===== src/rtl/dff_bank_rr_arbiter.sv =====
// Round-robin owner of one shared WIDTH-bit register bank across NREQ requesters.
// Grants last at most MAX_BURST writes, then hand off directly with no idle bubble.
module dff_bank_rr_arbiter #(
  parameter  int NREQ      = 4,
  parameter  int WIDTH     = 8,
  parameter  int MAX_BURST = 4,
  localparam int OWNER_W   = $clog2(NREQ)
) (
  input  logic                  clk,
  input  logic                  rst_n,
  input  logic [NREQ-1:0]       req,
  input  logic [NREQ*WIDTH-1:0] wr_data,
  output logic [NREQ-1:0]       gnt,
  output logic                  busy,
  output logic [OWNER_W-1:0]    owner,
  output logic [WIDTH-1:0]      q,
  output logic                  q_valid
);

  localparam int CNT_W = $clog2(MAX_BURST + 1);

  typedef enum logic {IDLE, GRANT} state_t;

  state_t             state, state_nxt;
  logic [NREQ-1:0]    gnt_nxt;
  logic [OWNER_W-1:0] owner_nxt;
  logic [CNT_W-1:0]   burst_cnt, cnt_nxt;
  logic [WIDTH-1:0]   q_nxt;
  logic               q_valid_nxt;

  logic [OWNER_W-1:0] winner;
  logic [OWNER_W-1:0] cand;
  logic               found;
  logic [NREQ-1:0]    win_onehot;
  logic [WIDTH-1:0]   own_dat;
  logic               own_req;
  logic               any_req;
  logic               burst_last;

  assign any_req    = |req;
  assign own_req    = req[owner];
  assign burst_last = (burst_cnt == CNT_W'(MAX_BURST - 1));
  assign win_onehot = NREQ'(1) << winner;
  assign busy       = (state == GRANT);

  // Search owner+1, owner+2, ... wrapping; the current owner is examined last.
  always_comb begin
    winner = owner;
    found  = 1'b0;
    cand   = '0;
    for (int k = 1; k <= NREQ; k++) begin
      cand = OWNER_W'((int'(owner) + k) % NREQ);
      if (!found && req[cand]) begin
        winner = cand;
        found  = 1'b1;
      end
    end
  end

  always_comb begin
    own_dat = '0;
    for (int i = 0; i < NREQ; i++) begin
      if (OWNER_W'(i) == owner) own_dat = wr_data[i*WIDTH +: WIDTH];
    end
  end

  always_comb begin
    state_nxt   = state;
    gnt_nxt     = gnt;
    owner_nxt   = owner;
    cnt_nxt     = burst_cnt;
    q_nxt       = q;
    q_valid_nxt = 1'b0;
    case (state)
      IDLE: begin
        if (any_req) begin
          state_nxt = GRANT;
          gnt_nxt   = win_onehot;
          owner_nxt = winner;
          cnt_nxt   = '0;
        end
      end
      GRANT: begin
        if (own_req) begin
          q_nxt       = own_dat;
          q_valid_nxt = 1'b1;
          cnt_nxt     = burst_cnt + CNT_W'(1);
        end
        // Grant ends on release or burst exhaustion; owner re-wins only if alone.
        if (!own_req || burst_last) begin
          cnt_nxt = '0;
          if (any_req) begin
            gnt_nxt   = win_onehot;
            owner_nxt = winner;
          end else begin
            gnt_nxt   = '0;
            state_nxt = IDLE;
          end
        end
      end
      default: state_nxt = IDLE;
    endcase
  end

  always_ff @(posedge clk or negedge rst_n) begin
    if (!rst_n) begin
      state     <= IDLE;
      gnt       <= '0;
      owner     <= OWNER_W'(NREQ - 1);
      burst_cnt <= '0;
      q         <= '0;
      q_valid   <= 1'b0;
    end else begin
      state     <= state_nxt;
      gnt       <= gnt_nxt;
      owner     <= owner_nxt;
      burst_cnt <= cnt_nxt;
      q         <= q_nxt;
      q_valid   <= q_valid_nxt;
    end
  end

  a_gnt_onehot0: assert property (@(posedge clk) disable iff (!rst_n) $onehot0(gnt));

endmodule

===== config.mk =====
export PLATFORM = sky130hd
export DESIGN_NAME = dff_bank_rr_arbiter
export DESIGN_NICKNAME = d
export VERILOG_FILES = /design/src/rtl/dff_bank_rr_arbiter.sv
export SDC_FILE = /design/constraint.sdc
export NUM_CORES = 1
export LEC_CHECK = 0
export CAP_MARGIN = 20
export CORE_UTILIZATION = 40
export CTS_CLUSTER_DIAMETER = 200
export DETAILED_ROUTE_END_ITERATION = 16
export PLACE_DENSITY = 0.81
export SKIP_CTS_REPAIR_TIMING = 1
export SLEW_MARGIN = 30
export SYNTH_ARGS = -nofsm -noshare
export SYNTH_HDL_FRONTEND = slang
export SYNTH_SLANG_ARGS = --single-unit

===== constraint.sdc =====
create_clock -name clk -period 5.6 [get_ports clk]
set_clock_uncertainty 0.15 [all_clocks]
set_input_delay 1.12 -clock clk [delete_from_list [all_inputs] [get_ports clk]]
set_output_delay 1.12 -clock clk [all_outputs]
set_load 0.03 [all_outputs]

Run 1, M1 wires:
Cells faint in the background.
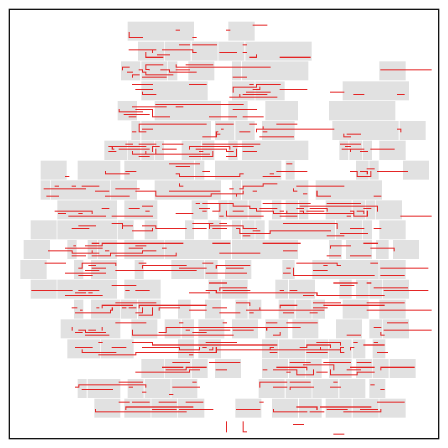
- main direction: horizontal
- nets with wire on the layer: 194
- wire length on this layer: 1,250 um
- longest straight run: 18.4 um
- share of all routed wire: 41%
vias: 1,185
GR Layer Usage met1: 19.8%
WL final: 3010 um

Run 1, the metal 2 layer:
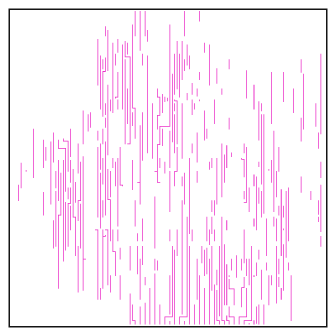
- share of all routed wire: 54%
- wire length on this layer: 1,630 um
- main direction: vertical
- nets with wire on the layer: 198
- longest straight run: 24.8 um
GRT met2 Usage: 37.4%

Run 1, M3 wires:
Cells faint in the background.
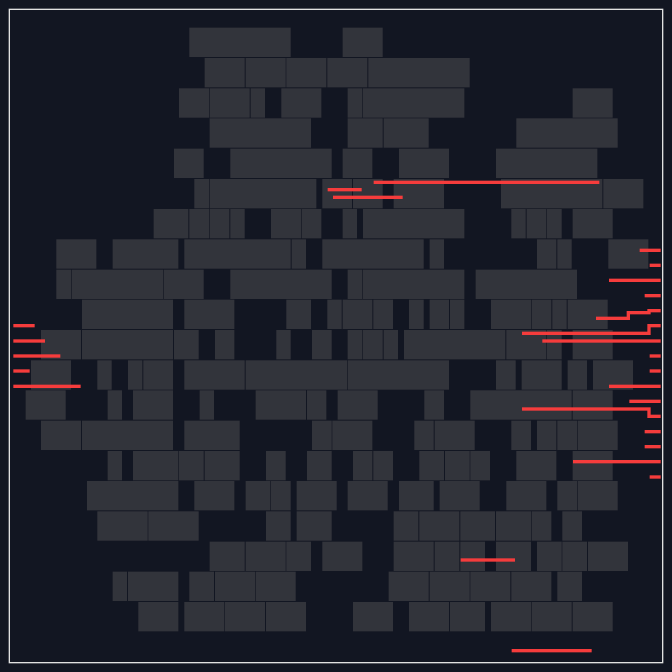
- wire length on this layer: 124 um
- longest straight run: 20.0 um
- main direction: horizontal
- share of all routed wire: 4.1%
- nets with wire on the layer: 25
met3 Resource Use GR: 3.08%

==> results_dict.tcl, run 1 <==
# implementation run metrics
set metrics [dict create \
    worstSetupStartpointType "input pin" \
    fp.dieH_um 58.7 \
    area_growth_pct 44.5 \
    ant_nets 0 \
    ys_seq_share_pct 37.2 \
    reg2reg_slack_ns 3.04 \
    worstHoldStart "q[0]$_DFFE_PN0P_" \
    logic_area_sq_um 744 \
    yosys.area_share.adder_pct 5.84 \
    grt_max_degree 23 \
    finalHoldViolCount 0 \
    wl_met1_um 1250 \
    cts_sinks 19 \
    ir_worst_vdd_mv 0.240 \
    routed-wl-met2_um 1630 \
    fill_cells 277 \
    slew_viol_final 0 \
    drt-initial-drc-count 37 \
    seq_area_sq_um 478 \
    period_used_pct 57.2 \
    p_per_area_nw_per_um2 554 \
    layout-drive-gt1-share_pct 10.5 \
    outcome "completed" \
    synth-seq-cells 19 \
    tightest_slew_ns 0.795 \
    power_leakage_nw 0.736 \
    postSynthCellCount 132 \
    antenna_cells 0 \
    end_kind "register" \
    worstSetupStartpoint "req[3]" \
    drc 0 \
    top_cell "dfrtp_1" \
    required_ns 5.64 \
    antenna_found_initial 0 \
    cts_buffers 3 \
    power.share.switching_pct 45.5 \
    htreeDepth 1 \
    aoi_share_pct 20.9 \
    die-width_um 58.7 \
    final.setup.tns_ns 0 \
    utilization_pct 60.8 \
    rows 20 \
    hold-path-cell-count 2 \
    seqPwrFrac_pct 24.8 \
    achievable-frequency_ghz 0.312 \
    busiest_layer "met2" \
    largest_register_ffs 8 \
    cp-endpoint "gnt[3]$_DFFE_PN0P_" \
    top_layer "met4" \
    holdPathEnd "q[0]$_DFFE_PN0P_" \
    reg2reg_to "gnt[1]$_DFFE_PN0P_" \
    max_slew_margin_pct 46.8 \
    fp-utilization_pct 42.1 \
    port_buffers 53 \
    coreArea_sq_um 3050 \
    clock_path_buffers 2 \
    synth.net_count 176 \
    place_congestion 0.808 \
    hold_class "register to register" \
    avgSynthCellArea_sq_um 9.73 \
    worstPathArrival_ns 3.24 \
    p_sw_uw 468 \
    synth_area_sq_um 1280 \
    yosys_area_sq_um 1280 \
    worst-path-max-fanout 22 \
    wl_per_cell_um 13.4 \
    insertion_delay_ns 0.28 \
    setup_viol 0 \
    top_cell_area_share_pct 33.1 \
    holdWs_ns 0.343 \
    tool_warnings 29 \
    grt_setup_unrepaired "false" \
    ys_types 33 \
]
[run 1: critical path, cell delays in order]
cell	delay, ns
clkdlybuf4s50_1	0.51
mux4_2	0.56
nand2_1	0.46
o21ai_0	0.33
o31ai_1	0.26
[run 1: layout make-up]
class / instances / share of cell area, %
tap: 44 / 2.96
multi-input combinational: 99 / 40.1
sequential: 19 / 25.7
inverter: 6 / 1.21
timing repair buffer: 53 / 28.6
clock buffer: 4 / 1.42
[run 1: per-stage QoR]
| stage | setup slack [ns] | power (mW) | instance area (sq um) | instances |
|---|---|---|---|---|
| after global placement | 2.22 | 0.948 | 1830 | 221 |
| after floorplan | 3.05 | 0.776 | 1280 | 132 |
| after CTS | 2.43 | 1.04 | 1860 | 225 |
| after global routing | 2.23 | 1.11 | 1860 | 225 |
| final | 2.40 | 1.03 | 1860 | 225 |
| after detailed placement | 2.13 | 0.972 | 1830 | 221 |
[run 1: cell usage in the layout (no fill, tap or decap)]
master and n:
a21oi_1 8, a221oi_1 8, a22o_1 1, a31oi_2 1, a32o_1 2, and2b_4 1, clkbuf_1 1, clkbuf_4 3
clkdlybuf4s50_1 53, dfrtp_1 17, dfstp_2 2, ha_1 6, inv_1 5, inv_2 1, mux2_2 1, mux2i_1 1
mux4_2 5, nand2_1 15, nand2b_4 1, nand3_1 1, nor2_1 4, nor2_2 1, nor2b_1 14, nor3_1 8
o21a_1 1, o21ai_0 11, o221a_2 1, o22ai_1 1, o2bb2ai_2 1, o31ai_1 3, or4_1 1, xnor2_1 1
xnor2_2 1
[run 1: power groups by stage]
stage	Sequential [mW]	Clock [mW]	Combinational [mW]
2_1_floorplan	0.332	0	0.444
3_3_place_gp	0.256	0	0.691
3_5_place_dp	0.260	0	0.712
4_1_cts	0.257	0.0669	0.715
5_1_grt	0.263	0.0713	0.773
6_report	0.255	0.0648	0.709
Run 1, sequential cells coloured by netlist name:
The bar under the picture is 20 um long.
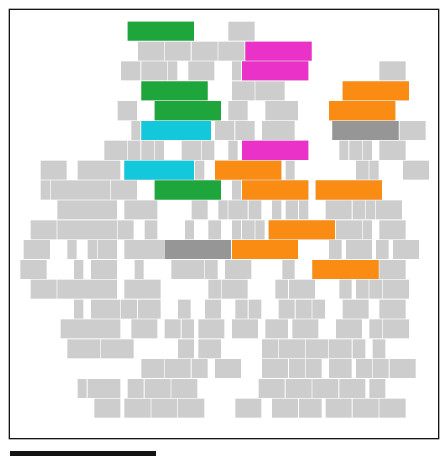

==> run 2, diff against run 1 <==
Clock period 5.6 ns to 3.2 ns, I/O delays scaled along.
Run 2, sequential cells coloured by netlist name:
The bar under the picture is 20 um long.
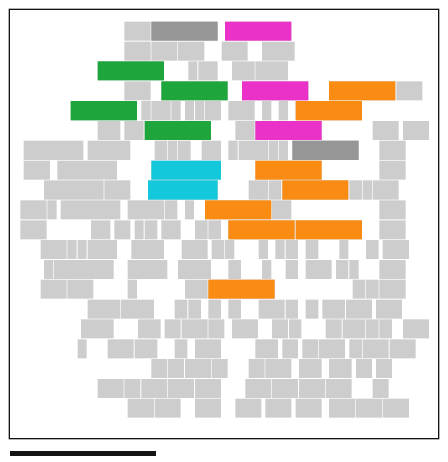
- `q`: orange (placed flops 8)
- `burst_cnt`: magenta (placed flops 3)
- `gnt`: green (placed flops 4)
- `owner`: cyan (placed flops 2)
Util after Layout: 61.1%
sequential cell area: 478 sq um
flop share of the area: 25.6%
total sequential power: 452 uW

Run 2, routing congestion map:
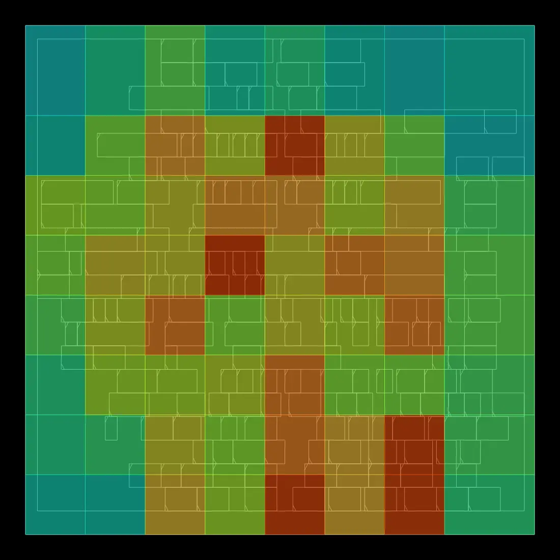
met3 Resource Use GR: 3.30%
GRT met2 Usage: 38.1%

==> results_dict.tcl, run 2 <==
# implementation run metrics
set metrics [dict create \
    worstSetupStartpointType "register" \
    reg2reg_slack_ns 0.67 \
    yosys_area_sq_um 1280 \
    die-width_um 58.7 \
    outcome "completed" \
    required_ns 2.41 \
    achievable-frequency_ghz 0.390 \
    grt_max_degree 20 \
    area_growth_pct 45.1 \
    reg2reg_to "gnt[0]$_DFFE_PN0P_" \
    final.setup.tns_ns 0 \
    cpMaxStageDelayCell "clkdlybuf4s50_1" \
    wl_per_cell_um 14.2 \
    top_cell_area_share_pct 33.1 \
    place_congestion 0.793 \
    hold_class "register to register" \
    ys_seq_share_pct 37.2 \
    dp_slack_ns 0.458 \
    layout-drive-gt1-share_pct 11.0 \
    largest_register_ffs 8 \
    end_kind "primary output" \
    antenna_cells 0 \
    grt_setup_unrepaired "false" \
    rows 20 \
    holdWs_ns 0.341 \
    layout_top_cell "clkdlybuf4s50_1" \
    power_leakage_nw 0.741 \
    synth_area_sq_um 1280 \
    fp-utilization_pct 42.1 \
    avgSynthCellArea_sq_um 9.73 \
    worstSetupStartpoint "owner[0]$_DFFE_PN1P_" \
    insertion_delay_ns 0.29 \
    coreArea_sq_um 3050 \
    worstHoldStart "burst_cnt[2]$_DFFE_PN0P_" \
    mostFrequentLayoutCells "clkdlybuf4s50_1, dfrtp_1, nand2_1" \
    cts_buffers 3 \
    worst-path-max-fanout 13 \
    critPathMaxStageDelay_ns 0.75 \
    worstPathArrival_ns 1.77 \
    placed_area_sq_um 1840 \
    ys_types 33 \
    antenna_found_initial 0 \
    cts_sinks 19 \
    synth-seq-cells 19 \
    max_slew_margin_pct 45.1 \
    tightest_slew_ns 0.820 \
    ant_nets 0 \
    holdPathEnd "burst_cnt[2]$_DFFE_PN0P_" \
    fp.dieH_um 58.7 \
]
Run 2, M1 wires:
Cells faint in the background.
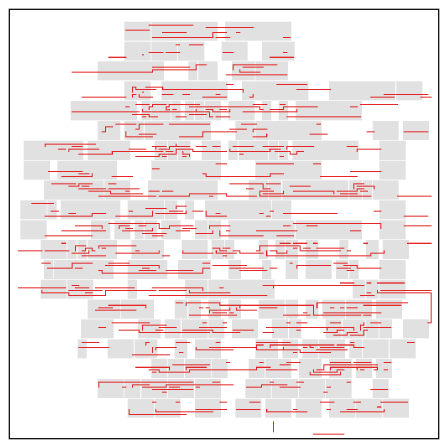
GR Layer Usage met1: 25.0%
WL final: 3210 um
vias: 1,204

[run 2: layer usage]
metal,vias up,share of wire [%],track usage (%)
met5,-,0,0
met2,30,53,38.1
met3,5,4.1,3.30
li1,585,-,-
met1,584,42,25.0
met4,0,0.72,4.08
[run 2: cells by family after synthesis]
logic type / Yosys count / synth area share [%]
XOR/XNOR: 2 / 1.95
flip-flops: 19 / 37.2
adder cells (fa/ha/maj): 6 / 5.84
multiplexers: 7 / 10.4
buffers and inverters: 14 / 4.87
AND-OR/OR-AND: 38 / 20.9
AND/OR/NAND/NOR: 46 / 18.8
[run 2: worst min-delay path: stages, from the launching register on]
cell and delay (ns):
dfrtp_1 0.36, nand2_1 0.05, o31ai_1 0.05
[run 2: worst max-delay path by stage]
stage                         endpoint  cells past startpoint
finish                        owner[0]                      1
global placement    gnt[3]$_DFFE_PN0P_                      5
global route        gnt[2]$_DFFE_PN0P_                      7
floorplan           gnt[0]$_DFFE_PN0P_                      8
CTS                           owner[0]                      1
detailed placement  gnt[3]$_DFFE_PN0P_                      5
[run 2: per-stage QoR]
step           util [%]  total power, mW  std cells
6_report           61.1             1.83        226
5_1_grt            61.1             1.97        226
4_1_cts            61.1             1.84        226
3_5_place_dp       60.2             1.72        222
3_3_place_gp       60.2             1.67        222
2_1_floorplan         -             1.36        132
[run 2: where the power goes]
group / total, mW / leakage (nW) / internal [mW] / switching [mW]
Combinational: 1.25 / 0.491 / 0.585 / 0.669
Sequential: 0.452 / 0.235 / 0.355 / 0.0972
Clock: 0.119 / 0.0150 / 0.0485 / 0.0704
[run 2: area by class of cell]
cell class	instances	area, sq um
clock buffer	4	26.3
fill	280	1190
inverter	6	22.5
multi-input combinational	99	744
sequential	19	478
tap	44	55.1
timing repair buffer	54	538
Power is estimated from default activity; no workload was simulated.
